<file path="src/rtl/ag_channel_controller_pkg.sv">
// Shared types for the channel controller: per-channel state encoding,
// polarity meanings and a small constant helper.
package ag_ctrl_pkg;

   typedef enum logic [1:0] {
      OFF   = 2'd0,
      ON    = 2'd1,
      FAULT = 2'd2
   } ch_state_t;

   localparam logic RAISE = 1'b0;
   localparam logic LOWER = 1'b1;

   function automatic int max3(input int a, input int b, input int c);
      int m;
      m = (a > b) ? a : b;
      return (m > c) ? m : c;
   endfunction

endpackage

</file>
<file path="src/rtl/ag_channel_controller_if.sv">
// Sensor/threshold/control bundle between the controller and whoever drives it.
interface ag_channel_controller_if #(
   parameter int N_CH = 4,
   parameter int SW   = 4
);
   logic                 ena;
   logic [N_CH*SW-1:0]   sensor;
   logic [N_CH*SW-1:0]   thr_lo;
   logic [N_CH*SW-1:0]   thr_hi;
   logic [N_CH-1:0]      polarity;
   logic                 override;
   logic                 fault_clr;
   logic [N_CH-1:0]      act;
   logic [N_CH-1:0]      fault;
   logic [N_CH-1:0]      cfg_err;
   logic                 fault_any;
   logic                 heartbeat;

   modport master (
      output ena, sensor, thr_lo, thr_hi, polarity, override, fault_clr,
      input  act, fault, cfg_err, fault_any, heartbeat
   );

   modport slave (
      input  ena, sensor, thr_lo, thr_hi, polarity, override, fault_clr,
      output act, fault, cfg_err, fault_any, heartbeat
   );
endinterface

</file>
<file path="src/rtl/ag_channel_fsm.sv">
// One channel: hysteresis demand register, dwell counter and OFF/ON/FAULT
// state machine. The actuator drive is a decode of the state register.
module ag_channel_fsm
   import ag_ctrl_pkg::*;
#(
   parameter int SW      = 4,
   parameter int MIN_ON  = 1000,
   parameter int MIN_OFF = 1000,
   parameter int MAX_ON  = 1_000_000
) (
   input  logic          clk,
   input  logic          rst,
   input  logic          i_ena,
   input  logic [SW-1:0] i_sensor,
   input  logic [SW-1:0] i_thr_lo,
   input  logic [SW-1:0] i_thr_hi,
   input  logic          i_polarity,
   input  logic          i_override,
   input  logic          i_fault_clr,
   output logic          o_act,
   output logic          o_fault,
   output logic          o_cfg_err,
   output logic          o_flag_next
);

   localparam int DMAX = max3(MIN_ON, MIN_OFF, MAX_ON);
   localparam int DW   = $clog2(DMAX) + 1;
   localparam logic [DW-1:0] D_SAT = DW'(DMAX);
   localparam logic [DW-1:0] D_OFF = DW'(MIN_OFF - 1);
   localparam logic [DW-1:0] D_ON  = DW'(MIN_ON - 1);
   localparam logic [DW-1:0] D_MAX = DW'(MAX_ON - 1);

   ch_state_t     r_state, w_state_next;
   logic [DW-1:0] r_dwell, w_dwell_next;
   logic          r_demand, w_demand_next;
   logic          r_cfg_err, w_cfg_err_next;
   logic          r_fault, w_fault_next;

   // Inverted thresholds make the band meaningless, so demand is suppressed.
   always_comb begin
      w_cfg_err_next = (i_thr_lo > i_thr_hi);
      w_demand_next  = r_demand;
      if (w_cfg_err_next) begin
         w_demand_next = 1'b0;
      end else if (i_polarity == RAISE) begin
         if (i_sensor < i_thr_lo)      w_demand_next = 1'b1;
         else if (i_sensor > i_thr_hi) w_demand_next = 1'b0;
      end else begin
         if (i_sensor > i_thr_hi)      w_demand_next = 1'b1;
         else if (i_sensor < i_thr_lo) w_demand_next = 1'b0;
      end
   end

   always_comb begin
      w_state_next = r_state;
      w_fault_next = r_fault;
      case (r_state)
         OFF: begin
            if (r_demand && (r_dwell >= D_OFF) && !i_override && !r_cfg_err)
               w_state_next = ON;
         end
         ON: begin
            // Override wins over the stuck-on limit when both land together.
            if (i_override || (!r_demand && (r_dwell >= D_ON))) begin
               w_state_next = OFF;
            end else if (r_dwell == D_MAX) begin
               w_state_next = FAULT;
               w_fault_next = 1'b1;
            end
         end
         FAULT: begin
            if (i_fault_clr) begin
               w_state_next = OFF;
               w_fault_next = 1'b0;
            end
         end
         default: begin
            w_state_next = OFF;
            w_fault_next = 1'b0;
         end
      endcase

      if (w_state_next != r_state)
         w_dwell_next = '0;
      else if (r_dwell == D_SAT)
         w_dwell_next = r_dwell;
      else
         w_dwell_next = r_dwell + 1'b1;
   end

   always_ff @(posedge clk or posedge rst) begin
      if (rst) begin
         r_state   <= OFF;
         r_dwell   <= '0;
         r_demand  <= 1'b0;
         r_cfg_err <= 1'b0;
         r_fault   <= 1'b0;
      end else if (i_ena) begin
         r_state   <= w_state_next;
         r_dwell   <= w_dwell_next;
         r_demand  <= w_demand_next;
         r_cfg_err <= w_cfg_err_next;
         r_fault   <= w_fault_next;
      end
   end

   assign o_act       = (r_state == ON);
   assign o_fault     = r_fault;
   assign o_cfg_err   = r_cfg_err;
   assign o_flag_next = w_fault_next | w_cfg_err_next;

endmodule

</file>
<file path="src/rtl/ag_channel_controller.sv">
// Multi-channel hysteresis actuator controller: one FSM per channel plus a
// shared heartbeat and a registered summary fault flag.
module ag_channel_controller
   import ag_ctrl_pkg::*;
#(
   parameter int N_CH    = 4,
   parameter int SW      = 4,
   parameter int MIN_ON  = 1000,
   parameter int MIN_OFF = 1000,
   parameter int MAX_ON  = 1_000_000,
   parameter int HB_DIV  = 12_500_000
) (
   input  logic                    clk,
   input  logic                    rst,
   ag_channel_controller_if.slave  ctrl
);

   localparam int HBW = $clog2(HB_DIV);
   localparam logic [HBW-1:0] HB_LAST = HBW'(HB_DIV - 1);

   logic [N_CH-1:0] w_act;
   logic [N_CH-1:0] w_fault;
   logic [N_CH-1:0] w_cfg_err;
   logic [N_CH-1:0] w_flag_next;
   logic [HBW-1:0]  r_hb_cnt;
   logic            r_heartbeat;
   logic            r_fault_any;

   genvar gi;
   generate
      for (gi = 0; gi < N_CH; gi++) begin : g_ch
         ag_channel_fsm #(
            .SW      (SW),
            .MIN_ON  (MIN_ON),
            .MIN_OFF (MIN_OFF),
            .MAX_ON  (MAX_ON)
         ) u_ch (
            .clk         (clk),
            .rst         (rst),
            .i_ena       (ctrl.ena),
            .i_sensor    (ctrl.sensor[gi*SW +: SW]),
            .i_thr_lo    (ctrl.thr_lo[gi*SW +: SW]),
            .i_thr_hi    (ctrl.thr_hi[gi*SW +: SW]),
            .i_polarity  (ctrl.polarity[gi]),
            .i_override  (ctrl.override),
            .i_fault_clr (ctrl.fault_clr),
            .o_act       (w_act[gi]),
            .o_fault     (w_fault[gi]),
            .o_cfg_err   (w_cfg_err[gi]),
            .o_flag_next (w_flag_next[gi])
         );
      end
   endgenerate

   // fault_any is built from the channels' next values so it lines up with them.
   always_ff @(posedge clk or posedge rst) begin
      if (rst) begin
         r_hb_cnt    <= '0;
         r_heartbeat <= 1'b0;
         r_fault_any <= 1'b0;
      end else if (ctrl.ena) begin
         r_fault_any <= |w_flag_next;
         if (r_hb_cnt == HB_LAST) begin
            r_hb_cnt    <= '0;
            r_heartbeat <= ~r_heartbeat;
         end else begin
            r_hb_cnt <= r_hb_cnt + 1'b1;
         end
      end
   end

   assign ctrl.act       = w_act;
   assign ctrl.fault     = w_fault;
   assign ctrl.cfg_err   = w_cfg_err;
   assign ctrl.fault_any = r_fault_any;
   assign ctrl.heartbeat = r_heartbeat;

endmodule

</file>
<file path="src/flat_wrapper.sv">
// flat-port wrapper written by rule: the top's interface ports become plain ports
module ag_channel_controller_flat import ag_ctrl_pkg::*;
#(
   parameter int N_CH    = 4,
   parameter int SW      = 4,
   parameter int MIN_ON  = 1000,
   parameter int MIN_OFF = 1000,
   parameter int MAX_ON  = 1_000_000,
   parameter int HB_DIV  = 12_500_000
)
  (clk, rst, ctrl_ena, ctrl_sensor, ctrl_thr_lo, ctrl_thr_hi, ctrl_polarity, ctrl_override, ctrl_fault_clr, ctrl_act, ctrl_fault, ctrl_cfg_err, ctrl_fault_any, ctrl_heartbeat);
  ag_channel_controller_if #(.N_CH(N_CH), .SW(SW)) ctrl_i ();
  input  logic clk;
  input  logic rst;
  input wire logic [$bits(ctrl_i.ena)-1:0] ctrl_ena;
  input wire logic [$bits(ctrl_i.sensor)-1:0] ctrl_sensor;
  input wire logic [$bits(ctrl_i.thr_lo)-1:0] ctrl_thr_lo;
  input wire logic [$bits(ctrl_i.thr_hi)-1:0] ctrl_thr_hi;
  input wire logic [$bits(ctrl_i.polarity)-1:0] ctrl_polarity;
  input wire logic [$bits(ctrl_i.override)-1:0] ctrl_override;
  input wire logic [$bits(ctrl_i.fault_clr)-1:0] ctrl_fault_clr;
  output wire logic [$bits(ctrl_i.act)-1:0] ctrl_act;
  output wire logic [$bits(ctrl_i.fault)-1:0] ctrl_fault;
  output wire logic [$bits(ctrl_i.cfg_err)-1:0] ctrl_cfg_err;
  output wire logic [$bits(ctrl_i.fault_any)-1:0] ctrl_fault_any;
  output wire logic [$bits(ctrl_i.heartbeat)-1:0] ctrl_heartbeat;
  assign ctrl_i.ena = ctrl_ena;
  assign ctrl_i.sensor = ctrl_sensor;
  assign ctrl_i.thr_lo = ctrl_thr_lo;
  assign ctrl_i.thr_hi = ctrl_thr_hi;
  assign ctrl_i.polarity = ctrl_polarity;
  assign ctrl_i.override = ctrl_override;
  assign ctrl_i.fault_clr = ctrl_fault_clr;
  assign ctrl_act = ctrl_i.act;
  assign ctrl_fault = ctrl_i.fault;
  assign ctrl_cfg_err = ctrl_i.cfg_err;
  assign ctrl_fault_any = ctrl_i.fault_any;
  assign ctrl_heartbeat = ctrl_i.heartbeat;
  ag_channel_controller #(.N_CH(N_CH), .SW(SW), .MIN_ON(MIN_ON), .MIN_OFF(MIN_OFF), .MAX_ON(MAX_ON), .HB_DIV(HB_DIV)) u_core (.clk(clk), .rst(rst), .ctrl(ctrl_i));
endmodule
</file>
<file path="config.mk">
export PLATFORM = sky130hd
export DESIGN_NAME = ag_channel_controller_flat
export DESIGN_NICKNAME = d
export VERILOG_FILES = /design/src/rtl/ag_channel_controller_pkg.sv /design/src/rtl/ag_channel_controller_if.sv /design/src/rtl/ag_channel_fsm.sv /design/src/rtl/ag_channel_controller.sv /design/src/flat_wrapper.sv
export SDC_FILE = /design/constraint.sdc
export NUM_CORES = 1
export LEC_CHECK = 0
export CAP_MARGIN = 0
export CELL_PAD_IN_SITES_DETAIL_PLACEMENT = 0
export CELL_PAD_IN_SITES_GLOBAL_PLACEMENT = 1
export CORE_UTILIZATION = 45
export DETAILED_ROUTE_END_ITERATION = 6
export PLACE_DENSITY = 0.85
export SLEW_MARGIN = 20
export SYNTH_ARGS = -nofsm -noshare
export SYNTH_HDL_FRONTEND = slang
export SYNTH_SLANG_ARGS = --single-unit
</file>
<file path="constraint.sdc">
create_clock -name clk -period 4.6 [get_ports clk]
set_clock_uncertainty 0.05 [all_clocks]
set_input_delay 0.46 -clock clk [delete_from_list [all_inputs] [get_ports clk]]
set_output_delay 0.46 -clock clk [all_outputs]
set_load 0.05 [all_outputs]
</file>
run_1/m1.png
(4 px per um) Supply wires on this layer in gray. Cells faint in the background.
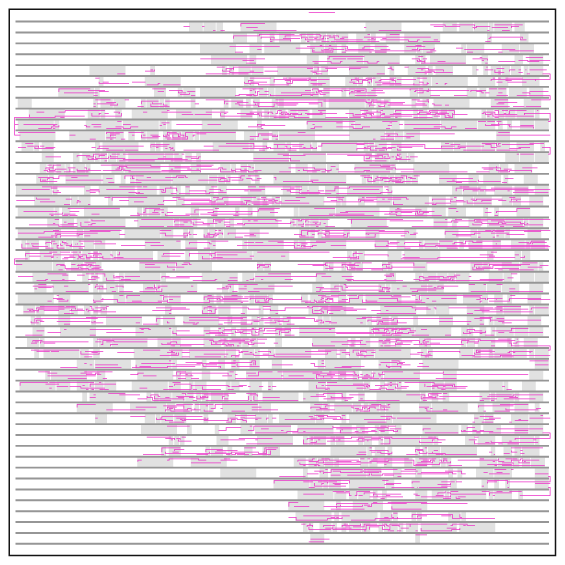
The wires run mostly horizontal. The longest straight run is 33.6 um. The layer carries 8540 um of wire.
vias after detailed routing: 6480
M1 GR Usage: 27.7%
wirelength, routed: 17200 um

run_1/ff_map.png
(3 px per um)
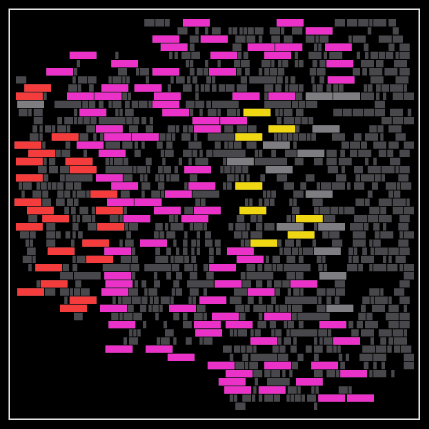
u_core.g_ch.u_ch.r_state: marked yellow, flops 8, where middle. u_core.g_ch.u_ch.r_dwell: marked magenta, flops 84. u_core.r_hb_cnt: marked red, flops 24, where left middle.
FF/Latch Area: 3250 um^2
fin util: 54.8%

run_1/m4.png
(3 px per um) Supply wires on this layer in gray.
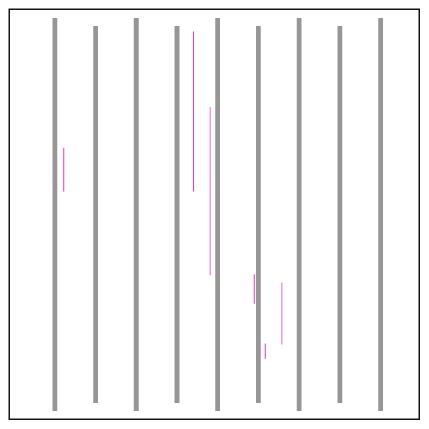
The layer holds 0.92% of the routed length. The layer carries 158 um of wire.

==> GITHUB_STEP_SUMMARY, run 1 <==
## Implementation flow summary

| Metric | Value |
|---|---|
| Status | `finished clean` |
| Max_slew headroom | `47.8%` |
| Leading cell kind | `combinational gates` |
| Worst Path Max Fanout | `19` |
| Min cycle time layout | `2.81 ns` |
| Max Slew Vio Count | `0` |
| Design area | `9550 um^2` |
| Critical Path AT | `3.03 ns` |
| 1st-iter DRT viols | `434` |
| Sequential fraction of design power | `41.8%` |
| Worst path max stage delay | `0.73 ns` |
| Flip-flops | `130` |
| Critical path class | `in -> reg` |
| Placer Congestion | `0.812` |
| Worst R2R End | `u_core.g_ch[1].u_ch.r_dwell[0]` |
| Setup_tns | `0 ns` |
| Diodes inserted | `0` |
| Ys cells | `912` |
| H-tree lvl count | `4` |
| EDFF count, synth | `0` |
| R2R cell count | `7` |
| Yosys top cell by area | `dfrtp_1` |
| Initial antenna violation count | `0` |
| Largest net degree at the start of global routing | `60` |
| Final period utilization | `61.2%` |
| CP top delay family | `simple AND/OR/NAND/NOR gates` |
| CTS tree | `yes` |
| Max cap viols | `0` |
| Vias in the first global route | `6159` |
| Clock root buffer master | `clkbuf_16` |
| Yosys warnings | `0` |
| Leak | `4.33 nW` |
| Flops after synth | `130` |
| Sw power | `1.03 mW` |
| Reg-to-reg slack, setup | `1.79 ns` |
| Row Count | `48` |
| Cell Area, Placed | `8920 um^2` |
| Post-route ant nets | `0` |
| Synth top area share | `40.2%` |
| Fill count | `1587` |
| Non-clk invs | `60` |
| Reg2reg start | `u_core.g_ch[1].u_ch.r_dwell[10]` |
| Core Region | `17400 um^2` |
| CTS Buf Count | `17` |
| Count of tool warnings | `30` |
| Bufs on Longest Clock Path | `2` |
| CTS clk-pin slew, worst paths | `0.06 ns` |
| CLK BUF | `20` |
| Die height | `136 um` |
| Final net count | `1080` |
| Layout Area Growth over Synthesis | `17.9%` |
| Total GRT Usage | `19.6%` |
| Pwr dens | `369 nW/um^2` |
| I/O Buffers | `70` |
| Endpoints failing setup | `0` |
| First-pass GRT wire length | `28900 um` |
| Dpl hpwl | `12200 um` |
| DR pass1 iterations | `5` |
| Top_reg_cell synth | `dfrtp_1` |
| CP Cell Sequence | `clkdlybuf4s50_1, or4b_2, a32o_1, a21oi_1, and2_1, o21ai_0` |
| Main area contributors | `dfrtp_1 (40%), ha_1 (8.2%), nor2_1 (6.5%)` |
| Mapped Nets | `1022` |
| Die Span X | `136 um` |
| Total grt overflow | `0` |
| Layout clock area frac | `6.56%` |
| Clk pwr share | `40.6%` |
| Buffers, non-clock | `76` |
| Worst hold path type | `in -> async` |
| Wirelength per Cell | `14.3 um` |
| Final hold viol count | `0` |
| I/O Pins | `71` |
| Synth Seq Share | `40.2%` |
| CP Data Required Time | `4.82 ns` |
| Synth Instances | `912` |
| Distinct lib cells used | `64` |
| Fmax | `355 MHz` |
| Comb area share | `46.3%` |
| RSZ-0062 raised after global routing | `no` |
| Peak VDD IR | `0.000281 V` |
| Combinational share of power | `17.6%` |
| CTS Sinks | `130` |
| DR vias/cell | `5.36` |
| Switching share of power | `29.3%` |
| Share of cells above drive strength 1 | `5.29%` |
| Non-clk buf share | `7.76%` |
| Logic area | `4420 um^2` |
| Die area | `18500 um^2` |
| Cts repair resizes | `0` |
| Clk latency late pin | `0.42 ns` |
| Cell area after synthesis | `8100 um^2` |
| Hold_buf cts | `0` |
| Tightest Pin Transition | `0.775 ns` |
| Comb_multi_in | `685` |
| CP Capture Type | `flip-flop` |
| Flop share of the area | `34.1%` |
| Async set-or-reset flop fraction in the synthesized netlist | `100%` |
| Init Core Util | `46.5%` |
| Critical-path top delay cell | `or4b_2` |
| Post-route DRC | `0` |
| YS chip area | `8100 um^2` |
| Number of buffer and inverter stages on the critical path | `1` |
| Mean Syn Cell Area | `8.88 um^2` |
| Tap Cells | `225` |
| Worst Setup Start Kind | `input port` |
| Post-CTS Setup Repair Bufs | `0` |
| Internal Power | `2.49 mW` |
[run 1: power groups by stage]
| stage | combinational [mW] | clock [mW] | sequential, mW |
|---|---|---|---|
| 4_1_cts | 0.629 | 1.46 | 1.47 |
| 3_3_place_gp | 0.614 | 0 | 1.49 |
| 2_1_floorplan | 0.505 | 0 | 1.42 |
| 5_1_grt | 0.706 | 1.51 | 1.51 |
| 3_5_place_dp | 0.626 | 0 | 1.49 |
| 6_report | 0.621 | 1.43 | 1.48 |
[run 1: metrics by stage]
step / instances / hold WS [ns] / setup slack, ns / total power, mW
after global placement: 1176 / 0.411 / 1.40 / 2.10
final: 1208 / 0.426 / 1.79 / 3.53
after floorplan: 912 / 0.409 / 0.621 / 1.92
after CTS: 1208 / 0.433 / 1.78 / 3.56
after global routing: 1208 / 0.452 / 1.52 / 3.72
after detailed placement: 1176 / 0.420 / 1.32 / 2.12
[run 1: cell usage in the layout, fill, tap and decap left out, drive strengths merged, types with 9 or more instances in the layout]
master / count
a21oi: 21
and3: 10
and4: 10
clkbuf: 20
clkdlybuf4s50: 69
dfrtp: 130
ha: 53
inv: 60
nand2: 72
nand3: 41
nand4: 44
nor2: 141
nor2b: 15
nor3: 28
nor4: 10
o21a: 9
o21ai: 32
xnor2: 37
xor2: 55
[run 1: registers in the layout, summed over array words and instances, names as in the netlist]
register                    flops
u_core.ctrl.fault_any           1
u_core.ctrl.heartbeat           1
u_core.g_ch.u_ch.o_cfg_err      4
u_core.g_ch.u_ch.o_fault        4
u_core.g_ch.u_ch.r_demand       4
u_core.g_ch.u_ch.r_dwell       84
u_core.g_ch.u_ch.r_state        8
u_core.r_hb_cnt                24
[run 1: per-layer routing]
metal	routed length, um	vias to the layer above	GRT usage [%]
met5	0	-	0
met2	7750	149	30.2
met1	8540	3038	27.7
met4	157	0	5.68
li1	-	3279	-
met3	779	14	3.88
[run 1: how the worst max path moves through the flow]
| stage | from | endpoint | cells past startpoint |
|---|---|---|---|
| after floorplan | rst | u_core.ctrl.fault_any | 1 |
| after global placement | ctrl_override | u_core.g_ch[0].u_ch.r_dwell[2] | 6 |
| after detailed placement | ctrl_override | u_core.g_ch[0].u_ch.r_dwell[2] | 6 |
| after CTS | u_core.g_ch[0].u_ch.r_dwell[11] | u_core.g_ch[0].u_ch.r_dwell[2] | 7 |
| after global routing | u_core.g_ch[1].u_ch.r_dwell[13] | u_core.g_ch[1].u_ch.r_dwell[0] | 7 |
| final | ctrl_override | u_core.g_ch[0].u_ch.r_dwell[2] | 6 |
[run 1: cells in the mapped netlist (all sizes together), types with 6 or more instances]
cell     instances
buf             19
ha              53
nor3            28
nor2           141
and3            10
nand2b           8
nand3           41
nand4           44
xor2            55
o21a             9
inv             59
a21oi           21
xnor2           37
dfrtp          130
mux2i            7
nor4            10
nand2           72
and4            10
o2bb2ai          6
nor2b           15
a21o             8
clkbuf          18
o21ai           32
[run 1: logic make-up (layout without fill, tap and decap cells)]
kind of cell	Yosys count	in the layout	synth area share [%]
simple gates	414	414	25.6
flops	130	130	40.2
buf+inv	97	168	5.31
compound gates	115	115	9.39
fa+ha+maj	53	53	8.19
mux	11	11	1.42
xor+xnor	92	92	9.95
run_1/congestion_map.png
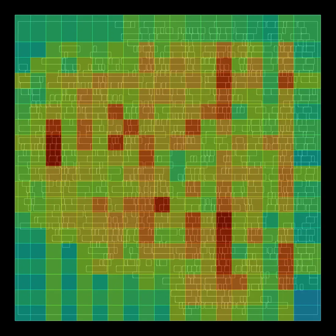

==> inputs of run 2 (changes only) <==
--- a/config.mk
+++ b/config.mk
@@ -8,9 +8,9 @@
 export CAP_MARGIN = 0
 export CELL_PAD_IN_SITES_DETAIL_PLACEMENT = 0
 export CELL_PAD_IN_SITES_GLOBAL_PLACEMENT = 1
-export CORE_UTILIZATION = 45
+export CORE_UTILIZATION = 41
 export DETAILED_ROUTE_END_ITERATION = 6
-export PLACE_DENSITY = 0.85
+export PLACE_DENSITY = 0.82
 export SLEW_MARGIN = 20
 export SYNTH_ARGS = -nofsm -noshare
 export SYNTH_HDL_FRONTEND = slang
==> constraint.sdc (replaced) <==
create_clock -name clk -period 2.5 [get_ports clk]
set_clock_uncertainty 0.05 [all_clocks]
set_input_delay 0.25 -clock clk [delete_from_list [all_inputs] [get_ports clk]]
set_output_delay 0.25 -clock clk [all_outputs]
set_load 0.05 [all_outputs]
run_2/congestion_map.png
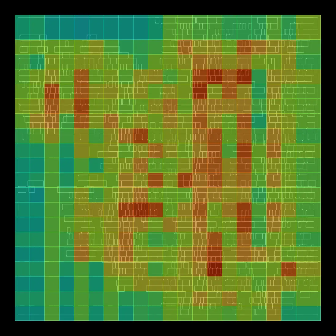
fin util: 50.7%
Total GRT Usage: 17.8%

==> GITHUB_STEP_SUMMARY, run 2 <==
## Implementation flow summary

| Metric | Value |
|---|---|
| Peak VDD IR | `0.000543 V (+94%)` |
| Vias after detailed routing | `6582 (+1.6%)` |
| Min cycle time layout | `2.32 ns` |
| Grt peak-use layer | `met2` |
| Largest register FFs | `84 (unchanged)` |
| Yosys top cell by area | `dfrtp_1` |
| CP Capture Type | `flip-flop` |
| Wirelength per Cell | `13.6 um (-4.5%)` |
| Largest Register | `u_core.g_ch.u_ch.r_dwell` |
| Bufs on Longest Clock Path | `2 (unchanged)` |
| Total power | `6.43 mW (+82%)` |
| Flops after synth | `130 (unchanged)` |
| Clock root buffer master | `clkbuf_16` |
| CTS clk-pin slew, worst paths | `0.06 ns (about the same)` |
| Diodes inserted | `0 (unchanged)` |
| Core Region | `19400 um^2 (+11%)` |
| Mean Syn Cell Area | `8.88 um^2 (unchanged)` |
| Design area | `9830 um^2 (+2.9%)` |
| Die height | `143 um (+4.7%)` |
| Fin worst setup slack | `0.179 ns (-1.61 ns)` |
| 1st-iter DRT viols | `430 (-0.92%)` |
| Worst Path Max Fanout | `15 (-4)` |
| Wirelength, routed | `17300 um (+0.45%)` |
| Clk pwr share | `39.4% (-1.2 points)` |
| H-tree lvl count | `4 (unchanged)` |
| Main area contributors | `dfrtp_1 (40%), ha_1 (8.2%), nor2_1 (6.5%)` |
| Critical path class | `reg -> reg` |
| Sw power | `1.92 mW (+86%)` |
| CTS tree | `yes` |
| Synth Instances | `912 (unchanged)` |
| YS chip area | `8100 um^2 (unchanged)` |
| Total grt overflow | `0 (unchanged)` |
| Count of tool warnings | `32 (+6.7%)` |
| Die Span X | `143 um (+4.7%)` |
| Clk latency late pin | `0.42 ns (about the same)` |
| Cell area after synthesis | `8100 um^2 (unchanged)` |
| Synth top cell by count | `nor2_1` |
| DR pass1 iterations | `5 (unchanged)` |
| Async set-or-reset flop fraction in the synthesized netlist | `100% (unchanged)` |
| Top Layout Cells | `nor2_1 (140), dfrtp_1 (130), nand2_1 (72), clkdlybuf4s50_1 (69), inv_1 (58)` |
| Fill count | `1856 (+17%)` |
| Switching share of power | `29.9% (+0.56 points)` |
| First-pass GRT wire length | `29200 um (+0.76%)` |
| Share of cells above drive strength 1 | `8.45% (+3.2 points)` |
| Final period utilization | `92.8%` |
| Vias in the first global route | `6233 (+1.2%)` |
| Worst hold path type | `in -> reg` |
| Worst slack at placement | `0.0432 ns (-1.28 ns)` |
| Row Count | `51 (+6.3%)` |
| Met3 Track Usage GR | `2.76% (-1.1 points)` |
| Largest net degree at the start of global routing | `131 (+120%)` |
| Tightest Pin Transition | `0.693 ns (-0.0824 ns)` |
| Fmax | `431 MHz` |
| CTS Buf Count | `17 (unchanged)` |
| CP Data Required Time | `2.79 ns (-2.03 ns)` |
| Endpoints failing setup | `0 (unchanged)` |
| Layout Area Growth over Synthesis | `21.3%` |
| Distinct lib cells used | `64 (unchanged)` |
| Max Slew Vio Count | `0 (unchanged)` |
| Max cap viols | `0 (unchanged)` |
| Die area | `20300 um^2 (+9.6%)` |
| DR vias/cell | `5.18 (-3.5%)` |
| Sequential fraction of design power | `42.0% (+0.2 points)` |
| I/O Buffers | `70 (unchanged)` |
| Status | `finished clean` |
| Cell Area, Placed | `9200 um^2 (+3.0%)` |
| Max_slew headroom | `53.8% (+6.0 points)` |
| Post-route ant nets | `0 (unchanged)` |
| Post-route DRC | `0 (unchanged)` |
| Post-CTS Setup Repair Bufs | `0 (unchanged)` |
| Combinational share of power | `18.7% (+1.1 points)` |
| Synth Seq Share | `40.2% (unchanged)` |
| Internal Power | `4.51 mW (+81%)` |
| Met2 Usage GRT | `27.1% (-3.1 points)` |
| Synth top area share | `40.2% (unchanged)` |
| Ys cells | `912 (unchanged)` |
| Yosys warnings | `0 (unchanged)` |
| Post-synth top cells | `nor2_1 (140), dfrtp_1 (130), nand2_1 (72)` |
| Hold_ws | `0.252 ns (-0.173 ns)` |
| EDFF count, synth | `0 (unchanged)` |
| Top_reg_cell synth | `dfrtp_1` |
| Final net count | `1104 (+2.2%)` |
[run 2: netlist changes by cell type in the layout (fill, tap and decap cells not counted), moves of 2 or more]
cell	delta
buf_4	+21
buf_12	+3
clkinvlp_4	+3
clkbuf_1	-2
nor4_1	-2
nor4_2	+2
[run 2: power groups by stage]
stage	Combinational [mW]	Clock, mW	Sequential (mW)
after global routing	1.36	2.67	2.76
final	1.20	2.53	2.70
after detailed placement	1.20	0	2.72
after global placement	1.18	0	2.72
after floorplan	0.929	0	2.61
after CTS	1.21	2.59	2.69
[run 2: cell families (layout without fill, tap and decap cells)]
family / Yosys count / after routing / share of synthesized area [%]
XOR/XNOR: 92 / 92 / 9.95
multiplexers: 11 / 11 / 1.42
adder cells (fa/ha/maj): 53 / 53 / 8.19
AND/OR/NAND/NOR: 414 / 414 / 25.6
buffers and inverters: 97 / 191 / 5.31
flip-flops: 130 / 130 / 40.2
AND-OR/OR-AND: 115 / 115 / 9.39
[run 2: metrics by stage]
stage / utilization (%) / TNS, ns / cells
after floorplan: - / 0 / 912
after global placement: 47.4 / 0 / 1240
after detailed placement: 47.4 / 0 / 1240
after CTS: 50.5 / 0 / 1271
after global routing: 50.7 / -0.0560 / 1271
final: 50.7 / 0 / 1271
[run 2: per-layer routing]
| metal | vias to the layer above | part of all wire (%) | wire (um) |
|---|---|---|---|
| met2 | 154 | 43 | 7370 |
| met1 | 3080 | 51 | 8860 |
| met4 | 0 | 1.6 | 283 |
| met5 | - | 0 | 0 |
| met3 | 20 | 4.5 | 784 |
| li1 | 3328 | - | - |
[run 2: cell type report]
class | instances | area (um^2) | share of cell area [%]
Multi-Input combinational cell | 685 | 4460 | 45.3
Sequential cell | 130 | 3250 | 33.1
Timing Repair Buffer | 100 | 958 | 9.75
Clock buffer | 18 | 439 | 4.47
Tap cell | 265 | 332 | 3.37
Inverter | 60 | 229 | 2.33
Clock inverter | 13 | 161 | 1.64
[run 2: critical path, cell delays in order (launching register included)]
cell	delay [ns]
dfrtp_1	0.44
nor4_4	0.36
nand4_1	0.17
o21bai_1	0.18
or3b_1	0.38
a21o_2	0.29
and2_4	0.24
nor2_1	0.13
[run 2: worst paths after layout]
| check | from | end | slack [ns] |
|---|---|---|---|
| min in group asynchronous | rst | u_core.r_hb_cnt[15] | 0.32 |
| max reg2reg | u_core.g_ch[3].u_ch.r_dwell[15] | u_core.g_ch[3].u_ch.r_dwell[6] | 0.18 |
| min reg2reg | u_core.ctrl.heartbeat | u_core.ctrl.heartbeat | 0.43 |
| max | u_core.g_ch[3].u_ch.r_dwell[15] | u_core.g_ch[3].u_ch.r_dwell[6] | 0.18 |
| min | ctrl_ena | u_core.r_hb_cnt[2] | 0.25 |
| max in group asynchronous | rst | u_core.g_ch[0].u_ch.r_dwell[15] | 1.57 |
[run 2: what timing repair did]
item / CTS / global route
hold buffers: 0 / 0
resized: 0 / 8
endpoints found under the setup margin: 0 / 49
Power is estimated from default activity; no workload was simulated.
